<file path="config.mk">
export PLATFORM = sky130hd
export DESIGN_NAME = lcd_frame_writer_flat
export DESIGN_NICKNAME = d
export VERILOG_FILES = /design/src/rtl/lcd_pkg.sv /design/src/rtl/lcd_frame_writer_if.sv /design/src/rtl/lcd_frame_writer_addr_gen.sv /design/src/rtl/lcd_frame_writer.sv /design/src/flat_wrapper.sv
export SDC_FILE = /design/constraint.sdc
export NUM_CORES = 1
export LEC_CHECK = 0
export CAP_MARGIN = 20
export CORE_MARGIN = 2
export CORE_UTILIZATION = 40
export DETAILED_ROUTE_END_ITERATION = 10
export SYNTH_ARGS = -nofsm -noshare
export SYNTH_HDL_FRONTEND = slang
export SYNTH_SLANG_ARGS = --single-unit
</file>
<file path="constraint.sdc">
create_clock -name clk_in -period 2.9 [get_ports clk_in]
set_input_delay 0.29 -clock clk_in [delete_from_list [all_inputs] [get_ports clk_in]]
set_output_delay 0.29 -clock clk_in [all_outputs]
set_load 0.01 [all_outputs]
</file>
<file path="src/rtl/lcd_pkg.sv">
// Shared constants and state type for the LCD framebuffer writer.
// FB_DOUBLE_BUFFER_EN selects a two-bank framebuffer (14-bit addresses) instead of one (13-bit).
package lcd_pkg;

  localparam int H_PIXELS       = 160;
  localparam int V_LINES        = 144;
  localparam int PIX_PER_WORD   = 4;
  localparam int BYTES_PER_LINE = H_PIXELS / PIX_PER_WORD;
  localparam int BANK_BYTES     = BYTES_PER_LINE * V_LINES;

`ifdef FB_DOUBLE_BUFFER_EN
  localparam int FB_AW = 14;
`else
  localparam int FB_AW = 13;
`endif

  typedef enum logic [1:0] {
    SYNC   = 2'd0,
    VBLANK = 2'd1,
    ACTIVE = 2'd2,
    HBL    = 2'd3
  } fw_state_t;

endpackage

</file>
<file path="src/rtl/lcd_frame_writer_if.sv">
// Pixel-stream and framebuffer-write bundle between the PPU side and the frame writer.
interface lcd_frame_writer_if;
  import lcd_pkg::*;

  logic [1:0]       pixel_in;
  logic             pixel_valid_in;
  logic             hblank_in;
  logic             vblank_in;
  logic [FB_AW-1:0] fb_addr_out;
  logic [7:0]       fb_data_out;
  logic             fb_we_out;
  logic             fb_read_sel_out;
  logic             frame_done_out;
  logic             line_error_out;

  // PPU / test side: drives the stream, observes the framebuffer port
  modport master (
    output pixel_in, pixel_valid_in, hblank_in, vblank_in,
    input  fb_addr_out, fb_data_out, fb_we_out, fb_read_sel_out,
           frame_done_out, line_error_out
  );

  modport slave (
    input  pixel_in, pixel_valid_in, hblank_in, vblank_in,
    output fb_addr_out, fb_data_out, fb_we_out, fb_read_sel_out,
           frame_done_out, line_error_out
  );

endinterface

</file>
<file path="src/rtl/lcd_frame_writer_addr_gen.sv">
// Framebuffer byte address: bank*BANK_BYTES + y*BYTES_PER_LINE + word, all at FB_AW width.
module fb_addr_gen
  import lcd_pkg::*;
(
  input  logic             bank,
  input  logic [7:0]       y,
  input  logic [5:0]       word,
  output logic [FB_AW-1:0] addr
);

  logic [FB_AW-1:0] y_w;
  logic [FB_AW-1:0] bank_off;

  // y*40 as (y<<5)+(y<<3) keeps this a pair of adders rather than a multiplier
  always_comb begin
    y_w      = FB_AW'(y);
    bank_off = bank ? FB_AW'(BANK_BYTES) : '0;
    addr     = bank_off + (y_w << 5) + (y_w << 3) + FB_AW'(word);
  end

endmodule

</file>
<file path="src/rtl/lcd_frame_writer.sv">
// Packs the PPU's 2-bit pixel stream four-per-byte into the framebuffer, tracking X/Y from
// the blank flags. Define FB_DOUBLE_BUFFER_EN for two banks that swap at each frame end.
//
// state  | meaning
// -------+--------------------------------------------------------------
// SYNC   | after reset; pixels ignored until the next VBlank rise
// VBLANK | in vertical blank; falling VBlank restarts at x=0, y=0
// ACTIVE | visible part of a line; pixels accepted and packed
// HBL    | horizontal blank; falling HBlank resumes, rising VBlank ends frame
module lcd_frame_writer #(
  parameter int H_PIXELS     = lcd_pkg::H_PIXELS,
  parameter int V_LINES      = lcd_pkg::V_LINES,
  parameter int PIX_PER_WORD = lcd_pkg::PIX_PER_WORD
) (
  input logic               clk_in,
  input logic               rst_in,
  lcd_frame_writer_if.slave bus
);
  import lcd_pkg::*;

  localparam logic [7:0] X_END     = 8'(H_PIXELS);
  localparam logic [7:0] Y_END     = 8'(V_LINES);
  localparam logic [7:0] PPW       = 8'(PIX_PER_WORD);
  localparam logic [7:0] LAST_SLOT = 8'(PIX_PER_WORD - 1);

  fw_state_t        state;
  logic [7:0]       x;
  logic [7:0]       y;
  logic [7:0]       y_inc;
  logic [7:0]       y_at_end;
  logic [5:0]       pack;
  logic [5:0]       word;
  logic             wbank;
  logic             hb_q;
  logic             vb_q;
  logic             hb_rise;
  logic             hb_fall;
  logic             vb_rise;
  logic             vb_fall;
  logic             frame_end;
  logic             pix_ok;
  logic             slot_last;
  logic [FB_AW-1:0] addr_nxt;

  always_comb begin
    y_inc     = (y == 8'hFF) ? y : y + 8'd1;
    // when HBlank and VBlank rise together the line end is folded in first
    y_at_end  = (state == ACTIVE) ? y_inc : y;
    frame_end = vb_rise && ((state == HBL) || ((state == ACTIVE) && hb_rise));
    pix_ok    = (x < X_END) && (y < Y_END);
    word      = 6'(x / PPW);
    slot_last = ((x % PPW) == LAST_SLOT);
  end

  fb_addr_gen u_addr_gen (
    .bank (wbank),
    .y    (y),
    .word (word),
    .addr (addr_nxt)
  );

  always_ff @(posedge clk_in or negedge rst_in) begin
    if (!rst_in) begin
      hb_q    <= 1'b0;
      vb_q    <= 1'b0;
      hb_rise <= 1'b0;
      hb_fall <= 1'b0;
      vb_rise <= 1'b0;
      vb_fall <= 1'b0;
    end else begin
      hb_q    <= bus.hblank_in;
      vb_q    <= bus.vblank_in;
      hb_rise <= bus.hblank_in & ~hb_q;
      hb_fall <= ~bus.hblank_in & hb_q;
      vb_rise <= bus.vblank_in & ~vb_q;
      vb_fall <= ~bus.vblank_in & vb_q;
    end
  end

  always_ff @(posedge clk_in or negedge rst_in) begin
    if (!rst_in) begin
      state              <= SYNC;
      x                  <= 8'd0;
      y                  <= 8'd0;
      pack               <= 6'd0;
      bus.fb_addr_out    <= '0;
      bus.fb_data_out    <= 8'd0;
      bus.fb_we_out      <= 1'b0;
      bus.frame_done_out <= 1'b0;
      bus.line_error_out <= 1'b0;
`ifdef FB_DOUBLE_BUFFER_EN
      wbank               <= 1'b0;
      bus.fb_read_sel_out <= 1'b0;
`endif
    end else begin
      bus.fb_we_out      <= 1'b0;
      bus.frame_done_out <= 1'b0;

      case (state)
        SYNC: begin
          if (vb_rise) state <= VBLANK;
        end

        VBLANK: begin
          if (vb_fall) begin
            x     <= 8'd0;
            y     <= 8'd0;
            state <= ACTIVE;
          end
        end

        ACTIVE: begin
          if (hb_rise) begin
            // a partial pack is simply abandoned; the next line overwrites it
            if (x != X_END) bus.line_error_out <= 1'b1;
            x     <= 8'd0;
            y     <= y_inc;
            state <= HBL;
          end else if (bus.pixel_valid_in) begin
            if (!pix_ok) begin
              bus.line_error_out <= 1'b1;
            end else begin
              case (x[1:0])
                2'd0:    pack[1:0] <= bus.pixel_in;
                2'd1:    pack[3:2] <= bus.pixel_in;
                2'd2:    pack[5:4] <= bus.pixel_in;
                default: ;
              endcase
              if (slot_last) begin
                bus.fb_addr_out <= addr_nxt;
                bus.fb_data_out <= {bus.pixel_in, pack};
                bus.fb_we_out   <= 1'b1;
              end
              x <= x + 8'd1;
            end
          end
        end

        HBL: begin
          if (hb_fall) state <= ACTIVE;
        end

        default: state <= SYNC;
      endcase

      if (frame_end) begin
        state              <= VBLANK;
        bus.frame_done_out <= 1'b1;
        if (y_at_end != Y_END) bus.line_error_out <= 1'b1;
`ifdef FB_DOUBLE_BUFFER_EN
        // display moves to the bank just completed; writing continues in the other
        bus.fb_read_sel_out <= wbank;
        wbank               <= ~wbank;
`endif
      end
    end
  end

`ifndef FB_DOUBLE_BUFFER_EN
  assign wbank               = 1'b0;
  assign bus.fb_read_sel_out = 1'b0;
`endif

endmodule

</file>
<file path="src/flat_wrapper.sv">
// flat-port wrapper written by rule: the top's interface ports become plain ports
module lcd_frame_writer_flat import lcd_pkg::*;
#(
  parameter int H_PIXELS     = lcd_pkg::H_PIXELS,
  parameter int V_LINES      = lcd_pkg::V_LINES,
  parameter int PIX_PER_WORD = lcd_pkg::PIX_PER_WORD
)
  (clk_in, rst_in, bus_pixel_in, bus_pixel_valid_in, bus_hblank_in, bus_vblank_in, bus_fb_addr_out, bus_fb_data_out, bus_fb_we_out, bus_fb_read_sel_out, bus_frame_done_out, bus_line_error_out);
  lcd_frame_writer_if bus_i ();
  input logic clk_in;
  input logic rst_in;
  input wire logic [$bits(bus_i.pixel_in)-1:0] bus_pixel_in;
  input wire logic [$bits(bus_i.pixel_valid_in)-1:0] bus_pixel_valid_in;
  input wire logic [$bits(bus_i.hblank_in)-1:0] bus_hblank_in;
  input wire logic [$bits(bus_i.vblank_in)-1:0] bus_vblank_in;
  output wire logic [$bits(bus_i.fb_addr_out)-1:0] bus_fb_addr_out;
  output wire logic [$bits(bus_i.fb_data_out)-1:0] bus_fb_data_out;
  output wire logic [$bits(bus_i.fb_we_out)-1:0] bus_fb_we_out;
  output wire logic [$bits(bus_i.fb_read_sel_out)-1:0] bus_fb_read_sel_out;
  output wire logic [$bits(bus_i.frame_done_out)-1:0] bus_frame_done_out;
  output wire logic [$bits(bus_i.line_error_out)-1:0] bus_line_error_out;
  assign bus_i.pixel_in = bus_pixel_in;
  assign bus_i.pixel_valid_in = bus_pixel_valid_in;
  assign bus_i.hblank_in = bus_hblank_in;
  assign bus_i.vblank_in = bus_vblank_in;
  assign bus_fb_addr_out = bus_i.fb_addr_out;
  assign bus_fb_data_out = bus_i.fb_data_out;
  assign bus_fb_we_out = bus_i.fb_we_out;
  assign bus_fb_read_sel_out = bus_i.fb_read_sel_out;
  assign bus_frame_done_out = bus_i.frame_done_out;
  assign bus_line_error_out = bus_i.line_error_out;
  lcd_frame_writer #(.H_PIXELS(H_PIXELS), .V_LINES(V_LINES), .PIX_PER_WORD(PIX_PER_WORD)) u_core (.clk_in(clk_in), .rst_in(rst_in), .bus(bus_i));
endmodule
</file>
Wiring heat map:
Scale bar: 20 um. 19 x 19 tiles, from black (low) to pale yellow (high), scaled to the fullest tile. Values are wire area over tile area, all layers added.
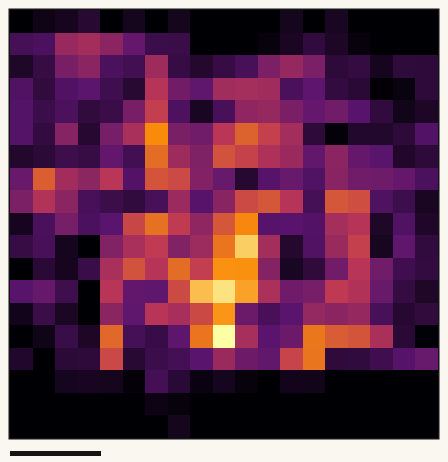
fullest tile: 0.46
emptiest ninth of the die: bottom left
densest ninth of the die: middle
tiles over half the peak: 12%
mean over tiles: 0.11
nearly empty tiles: 20%

Where the registers sit:
Other sequential cells in the stronger gray, the rest of the logic in the fainter gray.
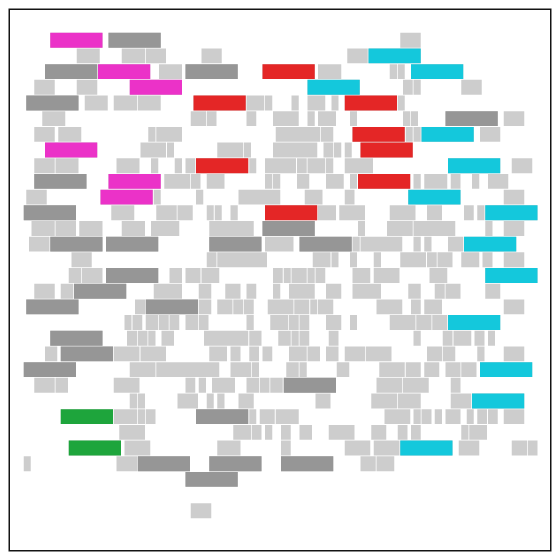
[u_core.state] green | sequential cells: 2
[u_core.pack] magenta | sequential cells: 6 | where: top left
[u_core.bus.fb_addr_out] cyan | sequential cells: 13
[u_core.x] red | sequential cells: 8
not colored: 25

==> impl_metrics.env <==
# implementation run metrics
export IMPL_drt_iter0_drc=184
export IMPL_p_sw_share_pct=36.4
export IMPL_fin_area_um2=3750
export IMPL_worst_r2r_cell_count=9
export IMPL_ys_dominant_reg_cell="dfrtp_1"
export IMPL_crit_chain="inv_1 > fa_1 > inv_1 > ha_1 > a211oi_1 > o21bai_1 > a31oi_1 > mux2i_1 > o311ai_1"
export IMPL_ys_chip_area_um2=3210
export IMPL_arrival_ps=2870
export IMPL_antenna_violating_nets_post_route=0
export IMPL_comb_power_share_pct=37.6
export IMPL_largest_register_ffs=13
export IMPL_synthAdderAreaFrac_pct=11.4
export IMPL_grt_use_met2_pct=22.7
export IMPL_grt_max_degree=55
export IMPL_antenna_found_initial=0
export IMPL_status="completed"
export IMPL_fin_cells=445
export IMPL_cp_start_kind="flip-flop"
export IMPL_timing_hold_ws_ps=93.2
export IMPL_syn_avg_cell_area_um2=10.4
export IMPL_route_met3_wl_um=311
export IMPL_yosysCellCount=308
export IMPL_grt_use_met1_pct=20.7
export IMPL_xor_area_share_pct=2.18
export IMPL_sequentialPowerShare_pct=41.0
export IMPL_io_buffers=30
export IMPL_crit_top_cell="inv_1"
export IMPL_worstReg2RegStart="u_core.y[0]"
export IMPL_numCtsBuffers=5
export IMPL_fin_crit_ps=2670
export IMPL_peakVddDrop_mv=0.386
export IMPL_fp_nets=343
export IMPL_cts_tree="done"
export IMPL_syn_cell_area_um2=3210
export IMPL_power_leakage_nw=1.68
export IMPL_synth_flops=54
export IMPL_post_cts_resized=0
export IMPL_cp_depth=9
export IMPL_die_w_um=93.6
export IMPL_power_density_nw_per_um2=643
export IMPL_rsz0062_at_grt="false"
-- final cells by class --
| class | instances | share of cell area (%) |
|---|---|---|
| Inverter | 22 | 2.20 |
| Tap cell | 102 | 3.41 |
| Multi-Input combinational cell | 221 | 45.5 |
| Clock inverter | 3 | 1.17 |
| Timing Repair Buffer | 38 | 9.82 |
| Sequential cell | 54 | 36.1 |
| Clock buffer | 5 | 1.84 |
-- power groups by stage --
stage / registers, mW / clock network, mW / logic, mW
CTS: 0.988 / 0.542 / 0.920
floorplan: 0.996 / 0 / 0.618
detailed placement: 1.00 / 0 / 0.912
global placement: 0.997 / 0 / 0.909
global route: 1.01 / 0.567 / 1.03
finish: 0.987 / 0.517 / 0.905
No activity file was given, so power comes from the tool's default toggle rates.
